`config.mk`:
```
export PLATFORM = sky130hd
export DESIGN_NAME = alu_sequencer
export DESIGN_NICKNAME = d
export VERILOG_FILES = /design/src/rtl/alu_sequencer.sv
export SDC_FILE = /design/constraint.sdc
export NUM_CORES = 1
export LEC_CHECK = 0
export ABC_AREA = 1
export ABC_CLOCK_PERIOD_IN_PS = 2200
export CAP_MARGIN = 20
export CELL_PAD_IN_SITES_DETAIL_PLACEMENT = 0
export CELL_PAD_IN_SITES_GLOBAL_PLACEMENT = 1
export CORE_MARGIN = 2
export CORE_UTILIZATION = 38
export DETAILED_ROUTE_END_ITERATION = 8
export PLACE_DENSITY_LB_ADDON = 0.1
export SLEW_MARGIN = 15
export SYNTH_ARGS = -nofsm -noshare
export SYNTH_HDL_FRONTEND = slang
export SYNTH_SLANG_ARGS = --single-unit
```
`constraint.sdc`:
```
create_clock -name clk -period 2.2 [get_ports clk]
set_clock_uncertainty 0.15 [all_clocks]
set_input_delay 0.66 -clock clk [delete_from_list [all_inputs] [get_ports clk]]
set_output_delay 0.66 -clock clk [all_outputs]
set_load 0.05 [all_outputs]
```
`src/rtl/alu_sequencer.sv`:
```
// alu_sequencer: issues 16-bit instructions to an external combinational
// 8-bit ALU, writes results into a 4x8 register file, latches the ALU flags,
// and supports load-immediate and a flag-conditional skip of the next
// instruction.
//
// instr format: [15:12] op | [11:10] rd | [9:8] rs | [7:0] imm
//   op 0x0-0x6 : R[rd] <= ALU(R[rd], R[rs]), sel = op[2:0]
//   op 0x7     : LDI   R[rd] <= imm
//   op 0x8-0xE : R[rd] <= ALU(R[rd], imm),   sel = op[2:0]
//   op 0xF     : SKIP  next instruction if |(flags & imm[2:0])
//
// state | meaning
// ------+---------------------------------------------------------------
// IDLE  | ready for an instruction; a pending skip discards the next one
// EXEC  | ALU operands are stable; result/flag write on the leaving edge

module alu_sequencer #(
  parameter int NREG = 4
) (
  input  logic        clk,
  input  logic        reset,
  input  logic [15:0] instr,
  input  logic        instr_valid,
  output logic        instr_ready,
  output logic [7:0]  A,
  output logic [7:0]  B,
  output logic [2:0]  ALU_Sel,
  input  logic [7:0]  ALU_Out,
  input  logic        carry,
  input  logic        zero,
  input  logic        neg,
  output logic [2:0]  flags,
  input  logic [1:0]  dbg_addr,
  output logic [7:0]  dbg_data,
  output logic        done,
  output logic        skipped
);

  localparam logic [3:0] OP_LDI  = 4'h7;
  localparam logic [3:0] OP_SKIP = 4'hF;

  typedef enum logic {
    ST_IDLE = 1'b0,
    ST_EXEC = 1'b1
  } state_t;

  state_t      state;
  state_t      state_nxt;

  logic [7:0]  regs [NREG];
  logic        skip_pending;

  // Fields of the instruction being executed; rs is consumed at acceptance
  // so it is not kept.
  logic [3:0]  ir_op;
  logic [1:0]  ir_rd;
  logic [7:0]  ir_imm;

  // Control strobes from the output decode
  logic        accept;
  logic        take;
  logic        discard;
  logic        retire;

  // Decode of the incoming instruction word
  logic [3:0]  in_op;
  logic [1:0]  in_rd;
  logic [1:0]  in_rs;
  logic [7:0]  in_imm;
  logic        in_is_alu;

  // Decode of the held instruction
  logic        ir_is_alu;
  logic        ir_is_ldi;
  logic        ir_is_skip;

  assign in_op     = instr[15:12];
  assign in_rd     = instr[11:10];
  assign in_rs     = instr[9:8];
  assign in_imm    = instr[7:0];
  assign in_is_alu = (in_op != OP_LDI) && (in_op != OP_SKIP);

  assign ir_is_ldi  = (ir_op == OP_LDI);
  assign ir_is_skip = (ir_op == OP_SKIP);
  assign ir_is_alu  = !ir_is_ldi && !ir_is_skip;

  // State register
  always_ff @(posedge clk) begin
    if (reset) begin
      state <= ST_IDLE;
    end else begin
      state <= state_nxt;
    end
  end

  // Next-state logic: a discarded instruction never leaves IDLE
  always_comb begin
    state_nxt = state;
    case (state)
      ST_IDLE: if (take) state_nxt = ST_EXEC;
      ST_EXEC: state_nxt = ST_IDLE;
      default: state_nxt = ST_IDLE;
    endcase
  end

  // Output decode: handshake and datapath strobes
  always_comb begin
    instr_ready = 1'b0;
    retire      = 1'b0;
    case (state)
      ST_IDLE: instr_ready = 1'b1;
      ST_EXEC: retire      = 1'b1;
      default: instr_ready = 1'b0;
    endcase
    accept  = instr_valid && instr_ready;
    take    = accept && !skip_pending;
    discard = accept && skip_pending;
  end

  // Capture the instruction fields needed in EXEC
  always_ff @(posedge clk) begin
    if (reset) begin
      ir_op  <= 4'h0;
      ir_rd  <= 2'd0;
      ir_imm <= 8'h00;
    end else if (take) begin
      ir_op  <= in_op;
      ir_rd  <= in_rd;
      ir_imm <= in_imm;
    end
  end

  // ALU operands are read from the register file at acceptance; LDI and
  // SKIP leave the ALU inputs untouched.
  always_ff @(posedge clk) begin
    if (reset) begin
      A       <= 8'h00;
      B       <= 8'h00;
      ALU_Sel <= 3'b000;
    end else if (take && in_is_alu) begin
      A       <= regs[in_rd];
      B       <= in_op[3] ? in_imm : regs[in_rs];
      ALU_Sel <= in_op[2:0];
    end
  end

  // Register file write on the edge leaving EXEC
  always_ff @(posedge clk) begin
    if (reset) begin
      for (int i = 0; i < NREG; i++) begin
        regs[i] <= 8'h00;
      end
    end else if (retire) begin
      if (ir_is_alu) begin
        regs[ir_rd] <= ALU_Out;
      end else if (ir_is_ldi) begin
        regs[ir_rd] <= ir_imm;
      end
    end
  end

  // Flags follow only ALU instructions
  always_ff @(posedge clk) begin
    if (reset) begin
      flags <= 3'b000;
    end else if (retire && ir_is_alu) begin
      flags <= {neg, zero, carry};
    end
  end

  // SKIP evaluates against the flags latched before it; a discarded
  // instruction (even a SKIP) only clears the pending skip.
  always_ff @(posedge clk) begin
    if (reset) begin
      skip_pending <= 1'b0;
    end else if (discard) begin
      skip_pending <= 1'b0;
    end else if (retire && ir_is_skip) begin
      skip_pending <= |(flags & ir_imm[2:0]);
    end
  end

  // One-cycle status pulses; retire (EXEC) and discard (IDLE) are exclusive
  always_ff @(posedge clk) begin
    if (reset) begin
      done    <= 1'b0;
      skipped <= 1'b0;
    end else begin
      done    <= retire;
      skipped <= discard;
    end
  end

  assign dbg_data = regs[dbg_addr];

endmodule
```
==> impl_metrics.yaml <==
# implementation run metrics
pwr:
  largestPowerGroup: "sequential cells"
  pwr-share-comb_pct: 23.7
  fin_total_pwr_uw: 3430
clock_tree:
  clk_path_buf_depth: 2
  cts.clk_slew.worst_paths_ns: 0.07
  cts_buffers: 9
sta:
  fin_hold_ws_ns: 0.304
  rsz0062_at_grt: "true"
  fin_ws_ns: -0.0908
  setup_viol_count_final: 6
yosys:
  mux_area_share_pct: 0
  ys_sh_xor_pct: 0
  synth-seq-cells: 72
  yosys.cell_types.count: 21
  yosys_warnings: 0
  yosysMostFrequentCell: "nand2_1"
  synth.avg_cell_area_um2: 6.89
place:
  detailed_place_hpwl_um: 8360
critical_path:
  crit_buf_inv: 4
  timing.rr.start: "ir_op[1]$_SDFFE_PP0P_"
drt:
  drt_wl_total_um: 11300
min_path:
  hold_start: "ir_imm[7]$_SDFFE_PP0P_"
outcome:
  status: "complete, but fails checks"
  violations: "setup timing"
cells_and_area:
  diodes: 0
  combGateArea_mm2: 0.00181
die:
  io_pins: 65
-- cells in the final DEF, fill, tap and decap left out, types with 17 or more instances in the layout --
cell | Yosys | routed
nand3_1 | 33 | 33
a21oi_1 | 47 | 26
dfxtp_1 | 40 | 40
inv_1 | 85 | 81
edfxtp_1 | 32 | 32
clkdlybuf4s50_1 | 0 | 29
buf_4 | 1 | 56
o21ai_0 | 24 | 17
nor2_1 | 102 | 102
nand2_1 | 153 | 153
-- repair_timing --
item | in CTS | in global routing
cloned | 3 | 0
pin swaps | 0 | 0
buffers inserted | 6 | 1
hold endpoints to repair | 0 | 0
setup endpoints to repair | 8 | 8
gates resized | 36 | 3
-- routing by layer --
layer | up-vias | part of all wire [%] | routed length, um | global-route usage, %
met3 | 27 | 4.9 | 558 | 3.45
met4 | 0 | 4.1 | 467 | 11.8
met5 | - | 0 | 0 | 0
met1 | 1613 | 43 | 4920 | 27.7
li1 | 1905 | - | - | -
met2 | 97 | 48 | 5390 | 35.4
-- worst max path at each step --
stage          slack, ns           to  cells after the start
3_5_place_dp       -0.60  dbg_data[7]                      6
4_1_cts            -0.08  dbg_data[4]                      7
3_3_place_gp       -0.55  dbg_data[4]                      7
2_1_floorplan      -0.03  dbg_data[5]                      6
5_1_grt            -0.13  dbg_data[5]                      7
6_report           -0.09  dbg_data[2]                      7
-- cell type report --
cell class                 instances  share of cell area, %
multi-input combinational        372                   33.8
sequential                        72                   32.9
timing repair buffer             104                   19.5
inverter                          89                   6.45
clock buffer                      13                   3.58
tap                              133                   3.11
clock inverter                     3                  0.351
timing repair inverter             3                  0.327
-- registers in the layout, summed over array words and instances (netlist names) --
name          count
regs             32
A                 8
B                 8
ir_imm            8
ir_op             4
ALU_Sel           3
flags             3
ir_rd             2
done              1
skip_pending      1
skipped           1
state             1
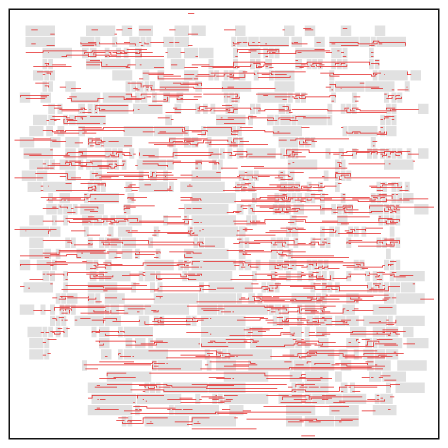
(images/met1.png)
Cells faint in the background.
- nets with wire on the layer: 611
- share of all routed wire: 43%
- wire length on this layer: 4920 um

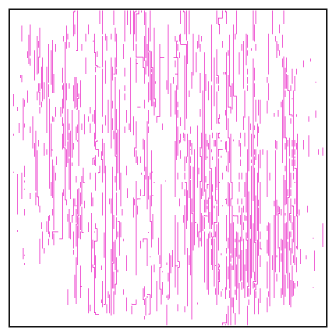
(images/met2.png)
- wire length on this layer: 5390 um
- nets with wire on the layer: 507
- share of all routed wire: 48%
- longest straight run: 46.9 um

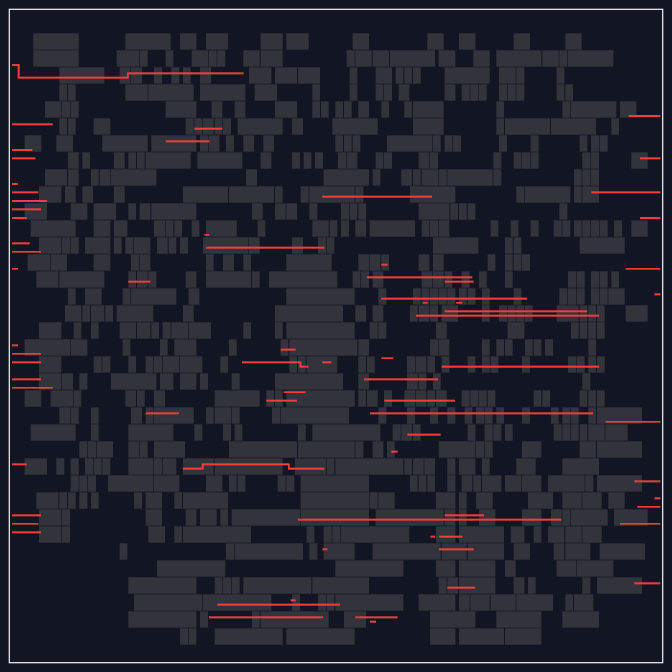
(images/met3.png)
Cells faint in the background.
- main direction: horizontal
- share of all routed wire: 4.9%
- nets with wire on the layer: 57
- wire length on this layer: 559 um

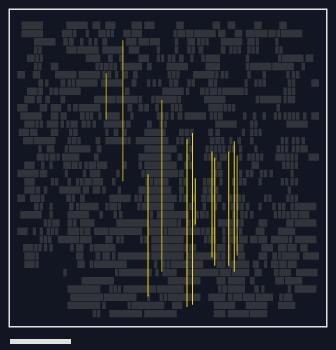
(images/met4.png)
Bar = 20 um. Cells faint in the background.
- main direction: vertical
- share of all routed wire: 4.1%
- nets with wire on the layer: 11

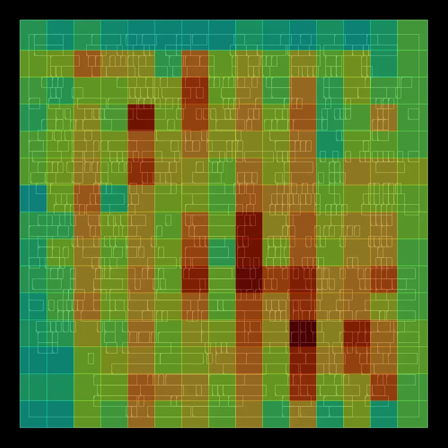
(images/final_congestion.png)
Most Used Layer, Global Route: met2
met2 Use GR: 35.4%
routed len/inst: 14.4 um
GR Util met3: 3.45%

No activity file was given, so power comes from the tool's default toggle rates.
